Design lsu, sky130hd; sources not shown.
**Run 1: floorplan with the power grid**

Scale bar: 20 µm. Pins as bars on the die edge.
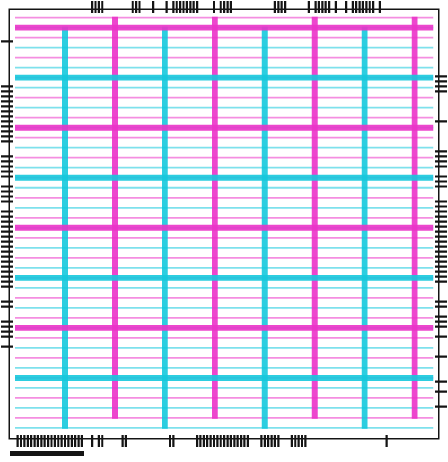
[VSS] cyan
[VDD] magenta
met5 straps: 8
rows: 41
signal pins: 181
met1 rails: 42
horizontal die size: 116 µm
floorplan core area: 12700 µm²
largest vdd supply drop: 112 µV
die outline height: 116 µm

**Run 1: cells coloured by class**

Scale bar: 20 µm.
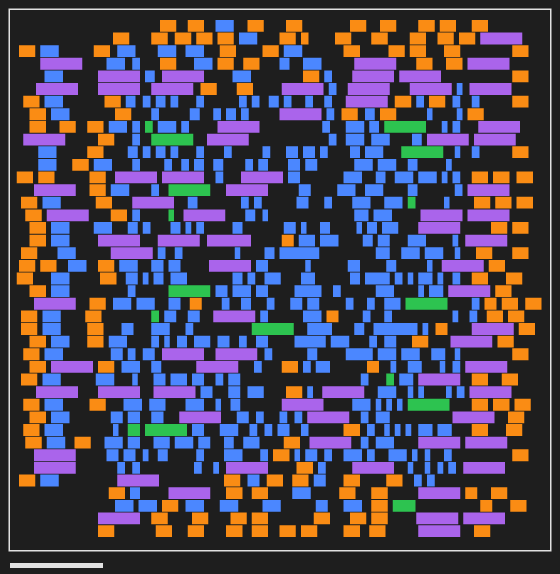
[remaining buffers and delay cells] orange | cells: 167 | share of their area: 26%
[combinational and other logic] blue | cells: 346 | share of their area: 40%
[clock drivers and dummy loads] green | cells: 16 | share of their area: 4.2%
[sequential cells] purple | cells: 77 | share of their area: 30%
std cell rows: 41
Seq/total area: 29.0%
total non-filler cell area in the finished layout: 6640 µm²
final cell utilization of the core: 52.4%

**Run 1: clock wires, drivers and flops**

Scale bar: 20 µm.
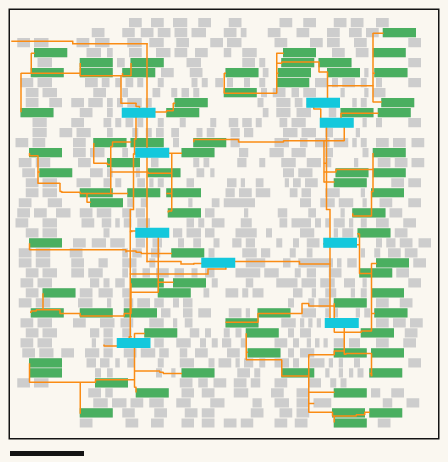
[clock drivers] cyan | count: 9
[flip-flops] green | count: 77
[clock wires] orange | length: 1110 µm
routed clock nets: 10
Clock group: 0.000546 W
clk_skew: 0.00480 ns
clock latency reported for the late side of the worst-skew pair: 0.34 ns
clock share of power: 33.2%

==> flow_summary.ini, run 1 <==
; generated from flow reports
[pwr]
seq_power_share_pct = 42.0
cell_internal_pwr_w = 0.00116
p_seq_w = 0.000691
power.static_leakage_nw = 2.58
comb_power_share_pct = 24.8
p_total_w = 0.00164
switching_share_pct = 29.6
net_switching_w = 0.000487

[finish]
non_clock_inverter_count = 11
layout_top_cell_excl_fill_tap = sky130_fd_sc_hd__clkdlybuf4s50_1
layout.nets = 704
antenna_cells = 0
area_share_clock_buf_inv_pct = 4.07
final.fill_count = 1418
n_clock_buffer = 11
largest_class = combinational gates
area_occupied_by_registers_um2 = 1930
layout.nonclk_buf_share_pct = 24.8
comb_gates = 335

[cts]
clk_root_buffer_cell = sky130_fd_sc_hd__clkbuf_16
clkTransAtPathRegs_ns = 0.06
htree_num_levels = 3
post_cts.resized_instances = 0
postCtsSetupRepairBufs = 0
cts_tree = built
cts_sinks = 77

[route]
vias_per_cell = 5.51
drt-total-wl_mm = 15.9
met1_length_mm = 6.95
drt_first_pass_iters = 4
dr.first_iter.drc_count = 257
wl_met3_um = 905
drt_drc_violations_left = 0
via_count = 4288
wl_per_cell_um = 20.5

[setup_path]
critical_path.most_common_cell = sky130_fd_sc_hd__clkdlybuf4s50_1
timing.critical_path.to_type = primary output
critPathTopFamily = buffers and inverters
crit_path_max_fanout = 21
crit_arrival_ns = 3.42
cp_num_cells = 6
worst-r2r-cell-count = 5
reg2reg_setup_slack_ns = 2.63
worstPathRequired_ns = 4.72
critical-path-slowest-cell = sky130_fd_sc_hd__clkdlybuf4s50_1
critical_path.max_stage_delay_ns = 0.67

[synthesis]
xor_area_share_pct = 0
synth_compound_gate_area_share_pct = 15.9
ys_area_um2 = 4700
synth-async-reset-ratio_pct = 100
mapped_cell_area_um2 = 4700
yosys-top-cells-area = sky130_fd_sc_hd__dfrtp_1 41%, sky130_fd_sc_hd__mux2_2 18%, sky130_fd_sc_hd__o21ai_0 3.7%
synthSimpleGateAreaFrac_pct = 17.9
synthDistinctLibCells = 46
synthCells = 468
synth.top_cells.by_count = 77 x sky130_fd_sc_hd__dfrtp_1, 74 x sky130_fd_sc_hd__mux2_2, 35 x sky130_fd_sc_hd__o21ai_0, 33 x sky130_fd_sc_hd__nor3_1, 26 x sky130_fd_sc_hd__nor2_1
yosys-dominant-comb-family = multiplexers
synth-adder-area-share_pct = 0
synth-edff-count = 0
synth_stat.cells = 468
syn-num-nets = 571
yosysSeqAreaShare_pct = 41.0
yosys-mux-area-fraction_pct = 19.9
ys_seq_elements = 77

[sta]
timing.final.hold_violations = 0
setup_viol = 0
setup_total_negative_slack_ns = 0
holdWs_ns = 0.486
slew-limit-headroom_pct = 30.0
worst_slew_pin_slew_ns = 1.05
final_min_period_over_clock_period_pct = 76.6
slew_viol_final = 0
grt_setup_unrepaired = no

[place]
dpl.hpwl_mm = 11.7
pre_cts_ws_ns = 1.27
port_buffers = 160
place_congestion = 0.854

[floorplan]
die-area_um2 = 13500
ioPinCount = 181

[min_path]
hold_class = reg2reg
min_delay_path_depth = 1

[global_route]
met2_usage_pct = 40.0
grt_usage_pct = 24.7

[outcome]
status = completed

[flow_run]
tally_of_openroad_warnings = 46
**Run 1: signal wires by layer**

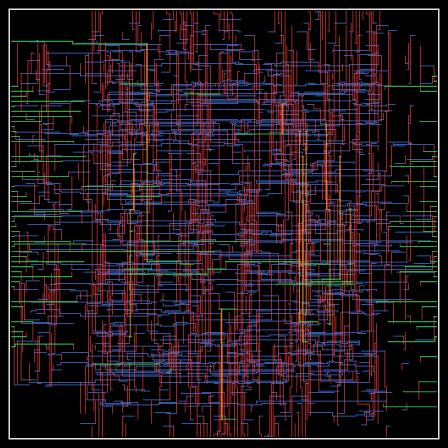

==> inputs of run 2 (changes only) <==
--- a/config.mk
+++ b/config.mk
@@ -8,7 +8,7 @@
 export CAP_MARGIN = 10
 export CELL_PAD_IN_SITES_DETAIL_PLACEMENT = 1
 export CELL_PAD_IN_SITES_GLOBAL_PLACEMENT = 1
-export CORE_UTILIZATION = 36
+export CORE_UTILIZATION = 33
 export DETAILED_ROUTE_END_ITERATION = 7
 export HOLD_SLACK_MARGIN = 0.06
 export PLACE_DENSITY_LB_ADDON = 0.1
==> constraint.sdc (replaced) <==
create_clock -name clk -period 4 [get_ports clk]
set_input_delay 0.6 -clock clk [delete_from_list [all_inputs] [get_ports clk]]
set_output_delay 0.6 -clock clk [all_outputs]
set_load 0.02 [all_outputs]
**Run 2: signal wires by layer**

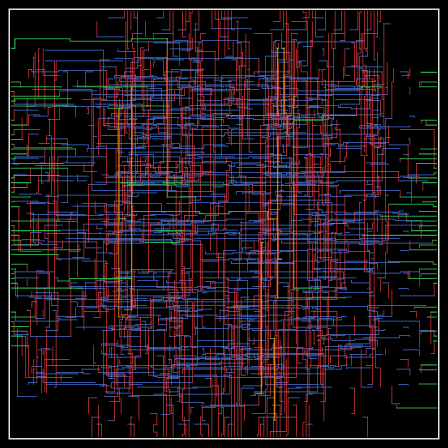
[metal 1] blue | wire length: 7370 µm
[metal 4] orange | wire length: 376 µm
[metal 3] green | wire length: 840 µm
[metal 2] red | wire length: 7540 µm
Total Routing Usage GR: 23.1%
routed length per placed instance: 20.4 µm

**Run 2: track usage over the die**

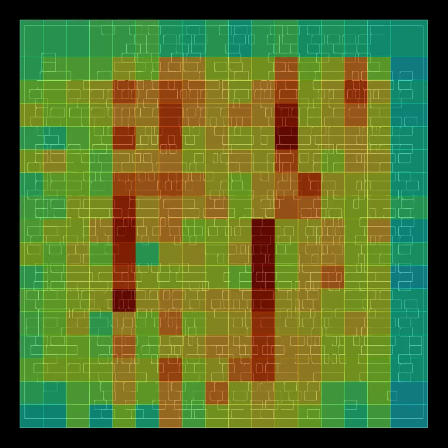
global-route layer with the greatest usage: met2
GR met2 Demand/Resource: 36.2%
met3 Track Usage GR: 5.50%
met1 track utilization from global routing: 30.8%
final cell utilization of the core: 48.5%

**Run 2: cells coloured by class**

Scale bar: 20 µm.
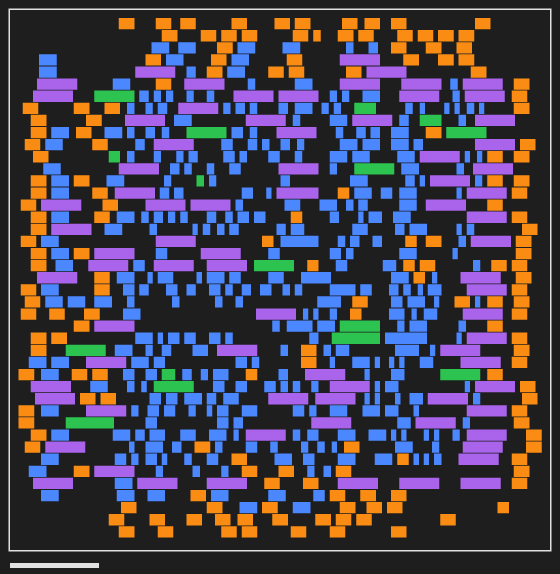
[remaining buffers and delay cells] orange | cells: 170 | share of their area: 26%
[combinational and other logic] blue | cells: 346 | share of their area: 40%
[sequential cells] purple | cells: 77 | share of their area: 30%
[clock drivers and dummy loads] green | cells: 16 | share of their area: 5.1%
Seq/total area: 28.6%
std cell rows: 43
total non-filler cell area in the finished layout: 6740 µm²

==> flow_summary.ini, run 2 <==
; generated from flow reports
[floorplan]
die-width_um = 121
die-area_um2 = 14700
core-area_um2 = 13900
ioPinCount = 181
die.size.y_um = 121

[synthesis]
synth-adder-area-share_pct = 0
syn-num-nets = 571
synth_stat.cells = 468
yosysSeqAreaShare_pct = 41.0
synth-edff-count = 0
synth-async-reset-ratio_pct = 100
ys_area_um2 = 4700
synthCells = 468
mapped_cell_area_um2 = 4700
ys_seq_elements = 77
xor_area_share_pct = 0
yosys-top-cells-area = sky130_fd_sc_hd__dfrtp_1 41%, sky130_fd_sc_hd__mux2_2 18%, sky130_fd_sc_hd__o21ai_0 3.7%
yosys-dominant-comb-family = multiplexers
synth_compound_gate_area_share_pct = 15.9
yosys-mux-area-fraction_pct = 19.9
synth.top_cells.by_count = 77 x sky130_fd_sc_hd__dfrtp_1, 74 x sky130_fd_sc_hd__mux2_2, 35 x sky130_fd_sc_hd__o21ai_0, 33 x sky130_fd_sc_hd__nor3_1, 26 x sky130_fd_sc_hd__nor2_1
synthSimpleGateAreaFrac_pct = 17.9

[pwr]
power_clock_w = 0.000923
power.static_leakage_nw = 2.63
cell_internal_pwr_w = 0.00176
worst_ir_drop_vdd_uv = 257
net_switching_w = 0.000695
comb_power_share_pct = 23.2
switching_share_pct = 28.3
p_total_w = 0.00245
share_clk_of_total_power_pct = 37.6

[cts]
postCtsSetupRepairBufs = 0
cts_tree = built
clkTransAtPathRegs_ns = 0.06
htree_num_levels = 3
clk_root_buffer_cell = sky130_fd_sc_hd__clkbuf_16

[route]
via_count = 4219
dr.first_iter.drc_count = 237
drt_drc_violations_left = 0
vias_per_cell = 5.35
drt-total-wl_mm = 16.1
met1_length_mm = 7.37
drt_first_pass_iters = 4
wl_met3_um = 840

[setup_path]
cp_num_cells = 6
critPathTopFamily = buffers and inverters
critical_path.most_common_cell = sky130_fd_sc_hd__clkdlybuf4s50_1
worst-r2r-cell-count = 5
worstPathRequired_ns = 3.40
timing.critical_path.to_type = primary output
crit_path_max_fanout = 24
critical-path-slowest-cell = sky130_fd_sc_hd__clkdlybuf4s50_1
critical_path.max_stage_delay_ns = 0.60

[finish]
layout_top_cell_excl_fill_tap = sky130_fd_sc_hd__clkdlybuf4s50_1
n_clock_buffer = 11
layout.nets = 707
non_clock_inverter_count = 11
comb_gates = 335
antenna_cells = 0
area_share_clock_buf_inv_pct = 4.96
largest_class = combinational gates
area_occupied_by_registers_um2 = 1930
final.fill_count = 1549

[sta]
timing.final.hold_violations = 0
grt_setup_unrepaired = no
setup_viol = 0
final_min_period_over_clock_period_pct = 89.3
setup_total_negative_slack_ns = 0
slew-limit-headroom_pct = 31.0
slew_viol_final = 0
worst_slew_pin_slew_ns = 1.04
holdWs_ns = 0.207
timing.clock.skew_ns = 0.00590

[outcome]
status = completed

[min_path]
hold_class = in2async

[place]
pre_cts_ws_ns = 0.444
port_buffers = 160
dpl.hpwl_mm = 11.8

[flow_run]
tally_of_openroad_warnings = 46
No activity file was given, so power comes from the tool's default toggle rates.
